[config.mk]
export PLATFORM = sky130hd
export DESIGN_NAME = servo_pwm_gen
export DESIGN_NICKNAME = d
export VERILOG_FILES = /design/src/rtl/servo_pkg.sv /design/src/rtl/servo_pwm_channel.sv /design/src/rtl/servo_pwm_gen.sv
export SDC_FILE = /design/constraint.sdc
export NUM_CORES = 1
export LEC_CHECK = 0
export CAP_MARGIN = 30
export CORE_MARGIN = 2
export CORE_UTILIZATION = 60
export DETAILED_ROUTE_END_ITERATION = 10
export MAX_ROUTING_LAYER = met4
export PLACE_DENSITY = 0.83
export SYNTH_ARGS = -nofsm -noshare
export SYNTH_HDL_FRONTEND = slang
export SYNTH_SLANG_ARGS = --single-unit
[constraint.sdc]
create_clock -name clk -period 9.57 [get_ports clk]
set_clock_uncertainty 0.1 [all_clocks]
set_input_delay 1.4355 -clock clk [delete_from_list [all_inputs] [get_ports clk]]
set_output_delay 1.4355 -clock clk [all_outputs]
set_load 0.01 [all_outputs]
[src/rtl/servo_pkg.sv]
// rtl/servo_pkg.sv - shared constants, width type and command-to-width mapping for the servo PWM generator
package servo_pkg;

    localparam int CENTER_US = 1500;
    localparam int MIN_US    = 1000;
    localparam int MAX_US    = 2000;
    localparam int SHIFT     = 6;

    typedef logic [10:0] width_t;

    // Map a signed command to a pulse width in microseconds, clamped to the servo's safe range.
    // The sum is kept at 17 bits signed so the full command range cannot overflow before clamping.
    function automatic width_t map_width(input logic [15:0] cmd);
        logic signed [16:0] ext;
        logic signed [16:0] sum;
        ext = {cmd[15], cmd};
        sum = 17'(CENTER_US) + (ext >>> SHIFT);
        if (sum < 17'(MIN_US)) begin
            return width_t'(MIN_US);
        end
        if (sum > 17'(MAX_US)) begin
            return width_t'(MAX_US);
        end
        return width_t'(sum);
    endfunction

endpackage

[src/rtl/servo_pwm_channel.sv]
// rtl/servo_pwm_channel.sv - one servo channel: map/clamp, pending/active width and pulse comparator
module servo_pwm_channel
    import servo_pkg::*;
#(
    parameter int FW = 15
) (
    input  logic          clk,
    input  logic          reset,
    input  logic [15:0]   cmd_i,
    input  logic          cmd_valid_i,
    input  logic          load_i,
    input  logic          force_center_i,
    input  logic [FW-1:0] frame_nxt_i,
    output logic          pwm_o
);

    width_t pend_q, pend_d;
    width_t act_q, act_d;
    logic   pwm_q, pwm_d;

    // Pending follows the latest command; active only changes on a frame boundary, so a pulse
    // already in flight never changes length. The comparator looks at next-cycle counter and
    // width so the output pin is a plain flop.
    always_comb begin
        pend_d = pend_q;
        act_d  = act_q;
        if (cmd_valid_i) begin
            pend_d = map_width(cmd_i);
        end else if (force_center_i) begin
            pend_d = width_t'(CENTER_US);
        end
        if (load_i) begin
            act_d = force_center_i ? width_t'(CENTER_US) : pend_q;
        end
        pwm_d = 32'(frame_nxt_i) < 32'(act_d);
    end

    // Width and pulse registers.
    always_ff @(posedge clk) begin
        if (reset) begin
            pend_q <= width_t'(CENTER_US);
            act_q  <= width_t'(CENTER_US);
            pwm_q  <= 1'b0;
        end else begin
            pend_q <= pend_d;
            act_q  <= act_d;
            pwm_q  <= pwm_d;
        end
    end

    assign pwm_o = pwm_q;

endmodule

[src/rtl/servo_pwm_gen.sv]
// rtl/servo_pwm_gen.sv - two-channel servo PWM generator with frame timing and command-loss failsafe
module servo_pwm_gen
    import servo_pkg::*;
#(
    parameter int CLK_HZ          = 50_000_000,
    parameter int PERIOD_US       = 20000,
    parameter int FAILSAFE_FRAMES = 10
) (
    input  logic               clk,
    input  logic               reset,
    input  logic signed [15:0] roll_cmd,
    input  logic signed [15:0] pitch_cmd,
    input  logic               cmd_valid,
    output logic               pwm_roll,
    output logic               pwm_pitch,
    output logic               frame_start,
    output logic               failsafe
);

    localparam int DIV = CLK_HZ / 1_000_000;
    localparam int PW  = (DIV > 1) ? $clog2(DIV) : 1;
    localparam int FW  = (PERIOD_US > 1) ? $clog2(PERIOD_US) : 1;
    localparam int MW  = $clog2(FAILSAFE_FRAMES + 1);

    localparam logic [PW-1:0] PRESC_LAST = PW'(DIV - 1);
    localparam logic [FW-1:0] FRAME_LAST = FW'(PERIOD_US - 1);
    localparam logic [MW-1:0] MISS_LAST  = MW'(FAILSAFE_FRAMES - 1);
    localparam logic [MW-1:0] MISS_MAX   = MW'(FAILSAFE_FRAMES);

    logic          run_q;
    logic [PW-1:0] presc_q, presc_d;
    logic [FW-1:0] frame_q, frame_d;
    logic [MW-1:0] miss_q, miss_d;
    logic          seen_q, seen_d;
    logic          fs_q, fs_d;
    logic          fstart_q;
    logic          us_tick, frame_wrap, load, reach;

    // Timing and failsafe next-state. The first edge out of reset (run_q low) behaves like a
    // frame wrap so frame 0 begins with a frame_start pulse and a centred pulse, but it is not
    // counted as a missed frame.
    always_comb begin
        us_tick    = (presc_q == PRESC_LAST);
        frame_wrap = run_q && us_tick && (frame_q == FRAME_LAST);
        load       = !run_q || frame_wrap;

        presc_d = presc_q + PW'(1);
        if (!run_q || us_tick) begin
            presc_d = '0;
        end

        frame_d = frame_q;
        if (load) begin
            frame_d = '0;
        end else if (us_tick) begin
            frame_d = frame_q + FW'(1);
        end

        reach = frame_wrap && !cmd_valid && !seen_q && (miss_q >= MISS_LAST);

        miss_d = miss_q;
        if (cmd_valid) begin
            miss_d = '0;
        end else if (frame_wrap && !seen_q && (miss_q < MISS_MAX)) begin
            miss_d = miss_q + MW'(1);
        end

        seen_d = seen_q;
        if (load) begin
            seen_d = cmd_valid;
        end else if (cmd_valid) begin
            seen_d = 1'b1;
        end

        fs_d = fs_q;
        if (cmd_valid) begin
            fs_d = 1'b0;
        end else if (reach) begin
            fs_d = 1'b1;
        end
    end

    // Timing and failsafe state registers.
    always_ff @(posedge clk) begin
        if (reset) begin
            run_q    <= 1'b0;
            presc_q  <= '0;
            frame_q  <= '0;
            miss_q   <= '0;
            seen_q   <= 1'b0;
            fs_q     <= 1'b0;
            fstart_q <= 1'b0;
        end else begin
            run_q    <= 1'b1;
            presc_q  <= presc_d;
            frame_q  <= frame_d;
            miss_q   <= miss_d;
            seen_q   <= seen_d;
            fs_q     <= fs_d;
            fstart_q <= load;
        end
    end

    servo_pwm_channel #(.FW(FW)) u_roll (
        .clk            (clk),
        .reset          (reset),
        .cmd_i          (roll_cmd),
        .cmd_valid_i    (cmd_valid),
        .load_i         (load),
        .force_center_i (reach),
        .frame_nxt_i    (frame_d),
        .pwm_o          (pwm_roll)
    );

    servo_pwm_channel #(.FW(FW)) u_pitch (
        .clk            (clk),
        .reset          (reset),
        .cmd_i          (pitch_cmd),
        .cmd_valid_i    (cmd_valid),
        .load_i         (load),
        .force_center_i (reach),
        .frame_nxt_i    (frame_d),
        .pwm_o          (pwm_pitch)
    );

    assign frame_start = fstart_q;
    assign failsafe    = fs_q;

endmodule

==> flow_summary.toml <==
# yosys + openroad results
[clocking]
path_clk_slew_ps = 70
cts_hold_buffers = 0
clock-sinks = 75
cts_buffer_depth = 2
cts_tree = "done"
cts_setup_buffers = 0

[placement]
pre_cts_ws_ps = 4990

[pwr]
ir_drop_uv = 79.9

[job]
drv_cap = 0
warning_count = 42

[status]
outcome = "complete, no violations"

[drt]
postRouteAntennaNets = 0
drcViolationCount = 0
drt_iter0_markers = 182

[timing]
rsz0062_at_grt = "false"
fmax_mhz = 232
final.setup.tns_ps = 0
period_used_share = 0.450
slew_viol_final = 0
maxSlewHeadroom = 0.431
setup_viol = 0

[cells_and_area]
drive_above_1_share = 0.106
finish.instance_area_sq_um = 4510
layout_top_cells = "dfxtp_1 (75), nor2_1 (55), nand2_1 (36)"

[floorplan]
core_sq_um = 6720

[synth]
yosysWarningCount = 0
async_flop_share = 0
synth_area_leader_cell = "dfxtp_1"
edf_count = 0
ys_cells = 462
avgSynthCellArea_sq_um = 8.92
yosys_area_sq_um = 4120

[setup_path]
slowest_stage = "nand4_1"
critPathCaptureType = "register"

[global_route]
grt_max_degree = 40
==> worst max-delay path, delay by kind of cell <==
family / cells / cell delay (ps)
and+or+nand+nor: 5 / 1290
AOI/OAI and AO/OA: 4 / 820
adders and majority gates: 1 / 260
buffers and inverters: 2 / 610
==> flip-flops by register name, indices dropped and copies added (netlist names) <==
register / flops
run_q: 1
seen_q: 1
miss_q: 4
u_roll.act_q: 11
frame_start: 1
u_roll.pend_q: 11
presc_q: 6
u_pitch.pwm_o: 1
failsafe: 1
u_pitch.pend_q: 11
frame_q: 15
u_pitch.act_q: 11
u_roll.pwm_o: 1
==> cell families (layout without fill, tap and decap cells) <==
kind of cell,Yosys count,count (layout),synth area share
muxes,3,3,0.00759
buffers and inverters,36,56,0.0480
adders and majority gates,29,29,0.0880
DFF,75,75,0.364
AOI/OAI and AO/OA,100,100,0.184
xor gates and xnor gates,30,30,0.0638
and+or+nand+nor,189,189,0.245
==> worst paths after layout <==
check	from	end	slack, ps	depth (start not counted)
max	cmd_valid	u_roll.pwm_o	5260	12
min	u_roll.act_q[0]	u_roll.act_q[0]	360	2
max reg2reg	frame_q[0]	u_roll.pwm_o	5810	11
min reg2reg	u_roll.act_q[0]	u_roll.act_q[0]	360	2
==> synthesized netlist by cell type (4+ instances only) <==
master,number
nor3_1,21
nor2_1,55
nand2b_1,5
o21ai_0,12
xnor2_1,17
a21o_1,10
nand2_1,36
xor2_1,13
a211oi_1,5
a21oi_2,7
nand4_1,12
o21ai_2,10
inv_1,12
o21ai_1,5
buf_6,6
a22o_1,4
ha_1,29
buf_2,4
a21oi_1,14
dfxtp_1,75
clkbuf_1,10
and3_1,9
nand3_1,11
or3_1,15
==> stage by stage <==
step | std cells | util
floorplan | 462 | -
global placement | 547 | 0.648
detailed placement | 547 | 0.648
CTS | 562 | 0.672
global route | 562 | 0.672
finish | 562 | 0.672
==> metal layers <==
metal	routed length (um)	track usage	vias to the layer above
met2	4540	0.436	89
met1	4040	0.327	1650
li1	-	-	1696
met4	156	0.0866	0
met3	399	0.0493	11
met5	0	-	-
==> cell type report <==
class / count / area, sq um
clock buffer: 12 / 145
sequential: 75 / 1500
multi-input combinational: 351 / 2420
fill: 570 / 2210
inverter: 12 / 45.0
clock inverter: 3 / 15.0
timing repair buffer: 29 / 283
tap: 80 / 100
==> report_power, final <==
part	internal (W)	total (W)	switching [W]
clock	0.0000987	0.000209	0.000111
combinational	0.0000323	0.0000740	0.0000417
sequential	0.000323	0.000329	0.00000599
Fig. 1: PDN straps and rails
The bar under the picture is 20 um long. Pins as bars on the die edge.
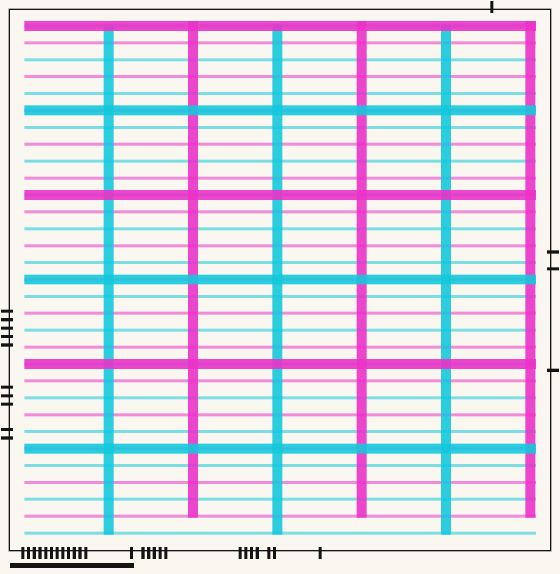
Cyan marks VSS. Magenta marks VDD.
The core has 30 rows. 6 straps on met4. 6 straps on met5. 31 met1 rails follow the rows. 39 signal pins sit on the boundary.
Die Ht: 86.9 um
die x size: 86.9 um

Fig. 2: metal 2
The bar under the picture is 20 um long.
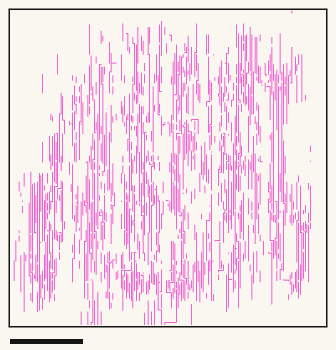
The layer carries 4540 um of wire. 467 nets have wire on it. The wires run mostly vertical. The layer holds 50% of the routed length. The longest straight run is 37.7 um.

Fig. 3: signal wires on met3
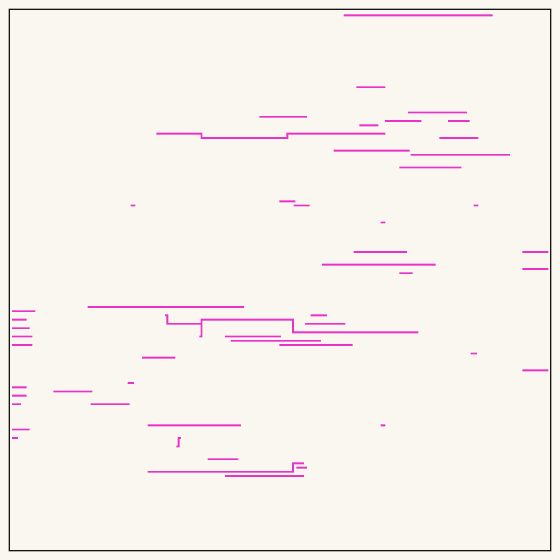
The layer carries 399 um of wire. The wires run mostly horizontal. The longest straight run is 24.8 um. The layer holds 4.4% of the routed length. 41 nets have wire on it.
met3 GRT Util: 0.0493
final WL: 9.14 mm
via count: 3446

